Fig. 1: metal 1
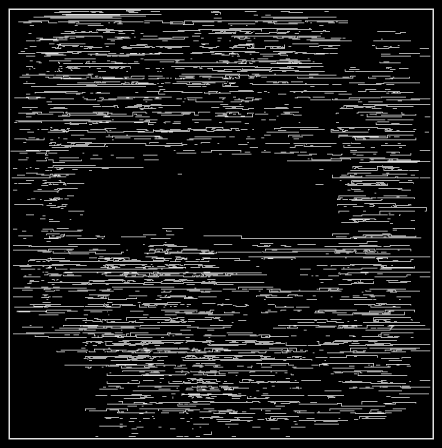
Fig. 2: metal 2
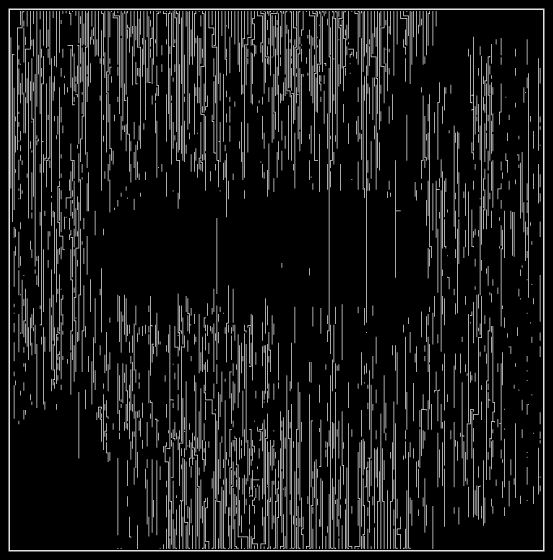
Fig. 3: met3 routing
Scale bar: 50 µm. Cells faint in the background.
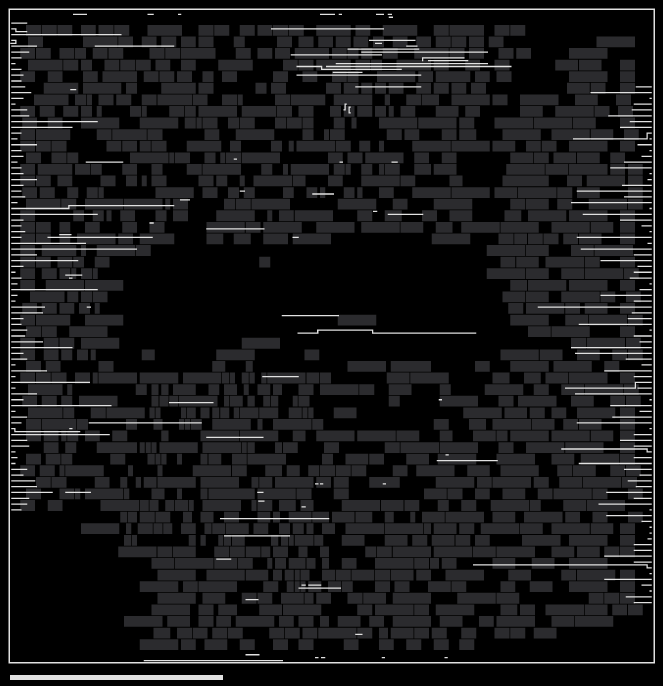
Fig. 4: M4 wires
Scale bar: 50 µm.
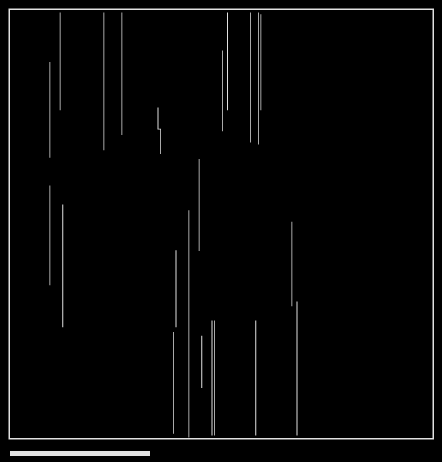
Fig. 5: routing congestion
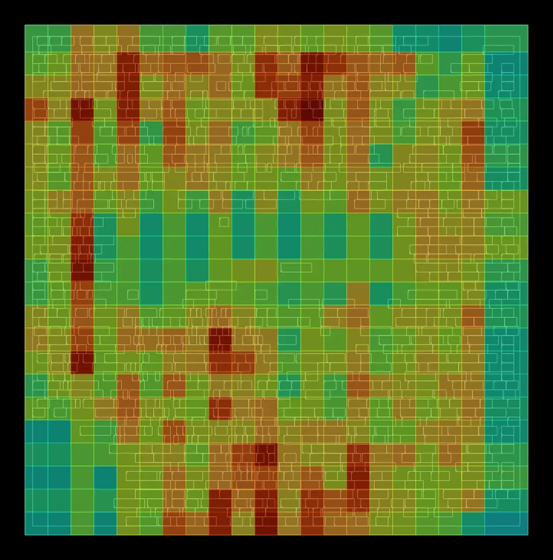
File: config.mk
export PLATFORM = sky130hd
export DESIGN_NAME = mmio_router
export DESIGN_NICKNAME = d
export VERILOG_FILES = /design/src/rtl/mmio_router.sv
export SDC_FILE = /design/constraint.sdc
export NUM_CORES = 1
export LEC_CHECK = 0
export CAP_MARGIN = 10
export CORE_AREA = 2 2 149 151
export DETAILED_ROUTE_END_ITERATION = 8
export DIE_AREA = 0 0 151 153
export PLACE_DENSITY = 0.73
export SETUP_SLACK_MARGIN = 0.05
export SYNTH_ARGS = -nofsm -noshare
export SYNTH_HDL_FRONTEND = slang
export SYNTH_SLANG_ARGS = --single-unit
File: constraint.sdc
create_clock -name clock -period 5 [get_ports clock]
set_input_delay 1 -clock clock [delete_from_list [all_inputs] [get_ports clock]]
set_output_delay 1 -clock clock [all_outputs]
set_load 0.005 [all_outputs]
File: src/rtl/mmio_router.sv
// Single-outstanding router from the core bus to a sync-read RAM or one of
// NUM_DEV peripheral windows, with variable device latency and a per-access timeout.
module mmio_router #(
    parameter int                ADDR_W   = 32,
    parameter int                DATA_W   = 32,
    parameter int                NUM_DEV  = 4,
    parameter logic [ADDR_W-1:0] DEV_BASE = 'h200,
    parameter int                DEV_SPAN = 16,
    parameter int                TIMEOUT  = 15,
    localparam int               BE_W     = DATA_W / 8,
    localparam int               OFF_W    = $clog2(DEV_SPAN)
) (
    input  logic                      clock,
    input  logic                      reset_n,
    input  logic                      req_valid,
    output logic                      req_ready,
    input  logic [ADDR_W-1:0]         req_addr,
    input  logic                      req_we,
    input  logic [DATA_W-1:0]         req_wdata,
    input  logic [BE_W-1:0]           req_be,
    output logic                      rsp_valid,
    output logic [DATA_W-1:0]         rsp_rdata,
    output logic                      rsp_err,
    output logic [ADDR_W-1:0]         ram_addr,
    output logic [DATA_W-1:0]         ram_wdata,
    output logic [BE_W-1:0]           ram_be,
    output logic                      ram_we,
    input  logic [DATA_W-1:0]         ram_q,
    output logic [NUM_DEV-1:0]        dev_sel,
    output logic                      dev_we,
    output logic [OFF_W-1:0]          dev_addr,
    output logic [DATA_W-1:0]         dev_wdata,
    output logic [BE_W-1:0]           dev_be,
    input  logic [NUM_DEV-1:0]        dev_ack,
    input  logic [NUM_DEV*DATA_W-1:0] dev_rdata
);

    localparam int SLOT_W = (NUM_DEV > 1) ? $clog2(NUM_DEV) : 1;
    localparam int CNT_W  = $clog2(TIMEOUT + 1);

    if (NUM_DEV < 1 || NUM_DEV > 16) begin : g_bad_num_dev
        $error("mmio_router: NUM_DEV must be in 1..16");
    end
    if (DEV_SPAN < 4 || (DEV_SPAN & (DEV_SPAN - 1)) != 0) begin : g_bad_span
        $error("mmio_router: DEV_SPAN must be a power of two >= 4");
    end
    if (DEV_BASE[OFF_W-1:0] != '0) begin : g_bad_base
        $error("mmio_router: DEV_BASE must be DEV_SPAN-aligned");
    end
    if (TIMEOUT < 1) begin : g_bad_timeout
        $error("mmio_router: TIMEOUT must be >= 1");
    end

    // One extra bit so the window end never wraps around the address space.
    localparam logic [ADDR_W:0] BASE_X = {1'b0, DEV_BASE};
    localparam logic [ADDR_W:0] WIN_X  = (ADDR_W + 1)'(NUM_DEV) << OFF_W;

    typedef enum logic [2:0] {IDLE, RAM_ISSUE, RAM_DATA, DEV_WAIT, RSP} state_t;

    state_t             state;
    logic               wr;
    logic [SLOT_W-1:0]  slot;
    logic [CNT_W-1:0]   cnt;

    logic [ADDR_W:0]    addr_x;
    logic [ADDR_W:0]    off_x;
    logic               dev_hit;
    logic [SLOT_W-1:0]  hit_slot;
    logic [NUM_DEV-1:0] hit_sel;
    logic [DATA_W-1:0]  sel_rdata;
    logic               ack_hit;

    always_comb begin
        addr_x    = {1'b0, req_addr};
        off_x     = addr_x - BASE_X;
        dev_hit   = (addr_x >= BASE_X) && (off_x < WIN_X);
        hit_slot  = off_x[OFF_W +: SLOT_W];
        hit_sel   = NUM_DEV'(1) << hit_slot;
        sel_rdata = dev_rdata[slot*DATA_W +: DATA_W];
        ack_hit   = |(dev_ack & dev_sel);
    end

    always_ff @(posedge clock or negedge reset_n) begin
        if (!reset_n) begin
            state     <= IDLE;
            req_ready <= 1'b1;
            rsp_valid <= 1'b0;
            rsp_rdata <= '0;
            rsp_err   <= 1'b0;
            ram_addr  <= '0;
            ram_wdata <= '0;
            ram_be    <= '0;
            ram_we    <= 1'b0;
            dev_sel   <= '0;
            dev_we    <= 1'b0;
            dev_addr  <= '0;
            dev_wdata <= '0;
            dev_be    <= '0;
            wr        <= 1'b0;
            slot      <= '0;
            cnt       <= '0;
        end else begin
            case (state)
                IDLE: begin
                    if (req_valid) begin
                        req_ready <= 1'b0;
                        wr        <= req_we;
                        if (dev_hit) begin
                            dev_sel   <= hit_sel;
                            dev_we    <= req_we;
                            dev_addr  <= req_addr[OFF_W-1:0];
                            dev_wdata <= req_wdata;
                            dev_be    <= req_be;
                            slot      <= hit_slot;
                            cnt       <= '0;
                            state     <= DEV_WAIT;
                        end else begin
                            ram_addr  <= req_addr;
                            ram_wdata <= req_wdata;
                            ram_be    <= req_be;
                            ram_we    <= req_we;
                            state     <= RAM_ISSUE;
                        end
                    end
                end
                RAM_ISSUE: begin
                    ram_we <= 1'b0;
                    ram_be <= '0;
                    state  <= RAM_DATA;
                end
                RAM_DATA: begin
                    rsp_valid <= 1'b1;
                    rsp_rdata <= wr ? '0 : ram_q;
                    state     <= RSP;
                end
                DEV_WAIT: begin
                    // An ack on the final allowed edge takes priority over the timeout.
                    if (ack_hit) begin
                        dev_sel   <= '0;
                        dev_we    <= 1'b0;
                        dev_be    <= '0;
                        rsp_valid <= 1'b1;
                        rsp_err   <= 1'b0;
                        rsp_rdata <= wr ? '0 : sel_rdata;
                        state     <= RSP;
                    end else if (cnt == CNT_W'(TIMEOUT - 1)) begin
                        dev_sel   <= '0;
                        dev_we    <= 1'b0;
                        dev_be    <= '0;
                        rsp_valid <= 1'b1;
                        rsp_err   <= 1'b1;
                        rsp_rdata <= '0;
                        state     <= RSP;
                    end else begin
                        cnt <= cnt + 1'b1;
                    end
                end
                RSP: begin
                    rsp_valid <= 1'b0;
                    rsp_err   <= 1'b0;
                    req_ready <= 1'b1;
                    state     <= IDLE;
                end
                default: begin
                    req_ready <= 1'b1;
                    state     <= IDLE;
                end
            endcase
        end
    end

endmodule

==> impl_metrics.toml <==
# synthesis and place-and-route metrics
[final_timing]
rsz0062_at_grt = "no"
fmax_mhz = 259.8
tns_ps = 0
hold_ws_ps = 474.0
hold_viol_final = 0
setup_slack_ps = 1151
finClkSkew_ps = 8.721
slew_headroom_pct = 22.43
fin_crit_ps = 3849
setup_viol_count_final = 0
tightest_slew_ps = 1164
finalClockPeriodUsage_pct = 76.99

[placement]
portBuffers = 384
pre_cts_ws_ps = 767.0
postPlaceCellArea_mm2 = 0.01201
dp_hpwl_um = 19460

[yosys]
synth_cell_types = 49
ys_chip_area_mm2 = 0.007976
yosysTopAreaCellShare_pct = 49.57
netlist_area_mm2 = 0.007976
synthTopCellsByArea = "dfrtp_1, mux2_4, mux4_2, o31ai_1, a22oi_1"
ys.flop_type = "dfrtp_1"
yosysTopAreaCell = "dfrtp_1"
synth_flop_count = 159
ys_cells = 580
yosysSeqAreaShare_pct = 49.90
edf_count = 0
synthArstFlopShare_pct = 100.0
syn_avg_cell_area_um2 = 13.75

[clocking]
root_buffer = "clkbuf_16"
insertion_delay_ps = 410
clockBufferDepth = 2
h-tree-depth = 4
cts_sinks = 159
cts_buffers = 17
ctsHoldBuffers = 0
clkSlewWorstSetupHoldPaths_ps = 70
cts_tree = "built"
cts_setup_buffers = 0
cts-resized-gates = 0

[critical_path]
critPathSlowestCell = "or3b_4"
crit_buf_inv = 1
path_class = "primary input to register"
slowest_delay_ps = 820
start_kind = "primary input"
cp_max_fo = 46
cp_cell_sequence = "clkdlybuf4s50_1 > nor4_2 > or2b_4 > o31ai_1 > o211ai_1 > or3b_4 > mux2_4"
critPathTopFamily = "simple AND/OR/NAND/NOR gates"
endpoint_kind = "register"
critPathArrivalTime_ps = 4150

[cells_and_area]
lay_top_count = "clkdlybuf4s50_1"
drive_above_1_share_pct = 20.08
antenna_cells = 0
ff_latch_area_mm2 = 0.003981
combGateArea_mm2 = 0.003700
final_cell_area_mm2 = 0.01262
lay_top_cells = "clkdlybuf4s50_1, dfrtp_1, mux2_4"
fill_cells = 1760
fin_nets = 1186

[global_routing]
overflow = 0
antenna_found_initial = 0
grt_usage_pct = 22.29
grt_max_degree = 98
grt_pass1_wl_um = 39200
grt_pass1_vias = 6728

[floorplanning]
io_pins = 385
initCoreUtil_pct = 37.12
die_area_mm2 = 0.02310
die_y_um = 153
fp.dieW_um = 151
rows = 54

[route]
viasPerCell = 5.224
wl_um = 25690
drt_iter0_markers = 475
via_count = 6483

[run_status]
status = "finished, final reports clean"

[pwr]
power.density_mw_per_mm2 = 447.1
vdd_drop_max_v = 0.0001735
p_leak_uw = 0.005402

[flow_run]
maxCapViolCount = 0

[worst_hold_path]
hp-class = "register to register"
Notes on Fig. 1 above:
longest straight run: 64.9 µm
nets with wire on the layer: 1034
wire length on this layer: 10700 µm

Notes on Fig. 2 above:
longest straight run: 74.4 µm
main direction: vertical
nets with wire on the layer: 1072

Notes on Fig. 3 above:
share of all routed wire: 6.9%
wire length on this layer: 1780 µm
main direction: horizontal

Notes on Fig. 4 above:
share of all routed wire: 3.3%
longest straight run: 80.9 µm

Notes on Fig. 5 above:
routed length per instance: 20.70 µm
post-layout util: 58.73%
global routing's busiest layer: met2
met2 GRT Util: 35.91%

-- cell usage after synthesis (2+ instances only) --
| cell | count |
|---|---|
| and4_1 | 3 |
| o21ai_0 | 11 |
| mux2_4 | 92 |
| xnor2_1 | 3 |
| nor2_1 | 12 |
| nand3_1 | 6 |
| ha_1 | 2 |
| o31ai_1 | 35 |
| clkbuf_1 | 25 |
| nand2b_1 | 3 |
| mux2_2 | 11 |
| nor3_1 | 8 |
| buf_6 | 13 |
| nand2_1 | 51 |
| or2_2 | 2 |
| a22oi_1 | 34 |
| o311ai_0 | 8 |
| nand4_1 | 4 |
| mux4_2 | 32 |
| a21oi_1 | 6 |
| or3_1 | 2 |
| buf_1 | 7 |
| nor4_1 | 9 |
| inv_1 | 11 |
| dfrtp_1 | 158 |
| mux2i_1 | 5 |
| nor2b_1 | 5 |
-- worst paths after layout --
check	endpoint	depth (start not counted)	start	slack, ps
worst min register to register	rsp_rdata[27]	2	rsp_rdata[27]	470
worst max-delay path	dev_wdata[29]	7	req_addr[13]	1150
min in group asynchronous	ram_addr[11]	1	reset_n	680
worst max register to register	dev_wdata[29]	5	state[2]	2120
max in group asynchronous	dev_wdata[8]	2	reset_n	3300
worst min-delay path	rsp_rdata[27]	2	rsp_rdata[27]	470
-- layer usage --
| metal | vias up | track usage, % | wire, µm | part of all wire [%] |
|---|---|---|---|---|
| li1 | 2933 | - | - | - |
| met1 | 3218 | 29.33 | 10650 | 41 |
| met2 | 285 | 35.91 | 12410 | 48 |
| met3 | 47 | 4.567 | 1779 | 6.9 |
| met4 | 0 | 9.123 | 842 | 3.3 |
| met5 | - | 0 | 0 | 0 |
-- tightest hold or removal path, stage by stage (launching register included) --
cell     delay (ps)
dfrtp_1         340
nand2_1          50
o31ai_1          50
-- cell families after synthesis --
group                    synth area share [%]
flip-flops                              49.90
multiplexers                            28.53
AND/OR/NAND/NOR                         7.247
AND-OR/OR-AND                           9.710
buffers and inverters                   3.859
XOR/XNOR                               0.4393
adder cells (fa/ha/maj)                0.3137
-- where the power goes --
part | switching, µW | internal [µW] | total, µW
clock network | 586 | 762 | 1350
logic | 807 | 1470 | 2280
registers | 301 | 1720 | 2020
-- through the flow --
stage               cells  power (µW)
global route         1241        5946
detailed placement   1209        4329
global placement     1209        4275
finish               1241        5641
CTS                  1241        5706
floorplan             580        3059
-- state kept, by name (all words and copies together) (netlist names) --
name       count
ram_we         1
dev_wdata     32
dev_be         4
dev_we         1
cnt            4
rsp_err        1
rsp_valid      1
ram_be         4
ram_wdata     32
state          3
dev_addr       4
dev_sel        4
ram_addr      32
wr             1
rsp_rdata     32
req_ready      1
slot           2
-- area by class of cell --
cell class	count	area share (%)
Clock buffer	17	3.371
Inverter	11	0.3272
Tap cell	280	2.776
Multi-Input combinational cell	365	29.32
Sequential cell	159	31.55
Clock inverter	15	1.487
Timing Repair Buffer	394	31.16
Power is estimated from default activity; no workload was simulated.
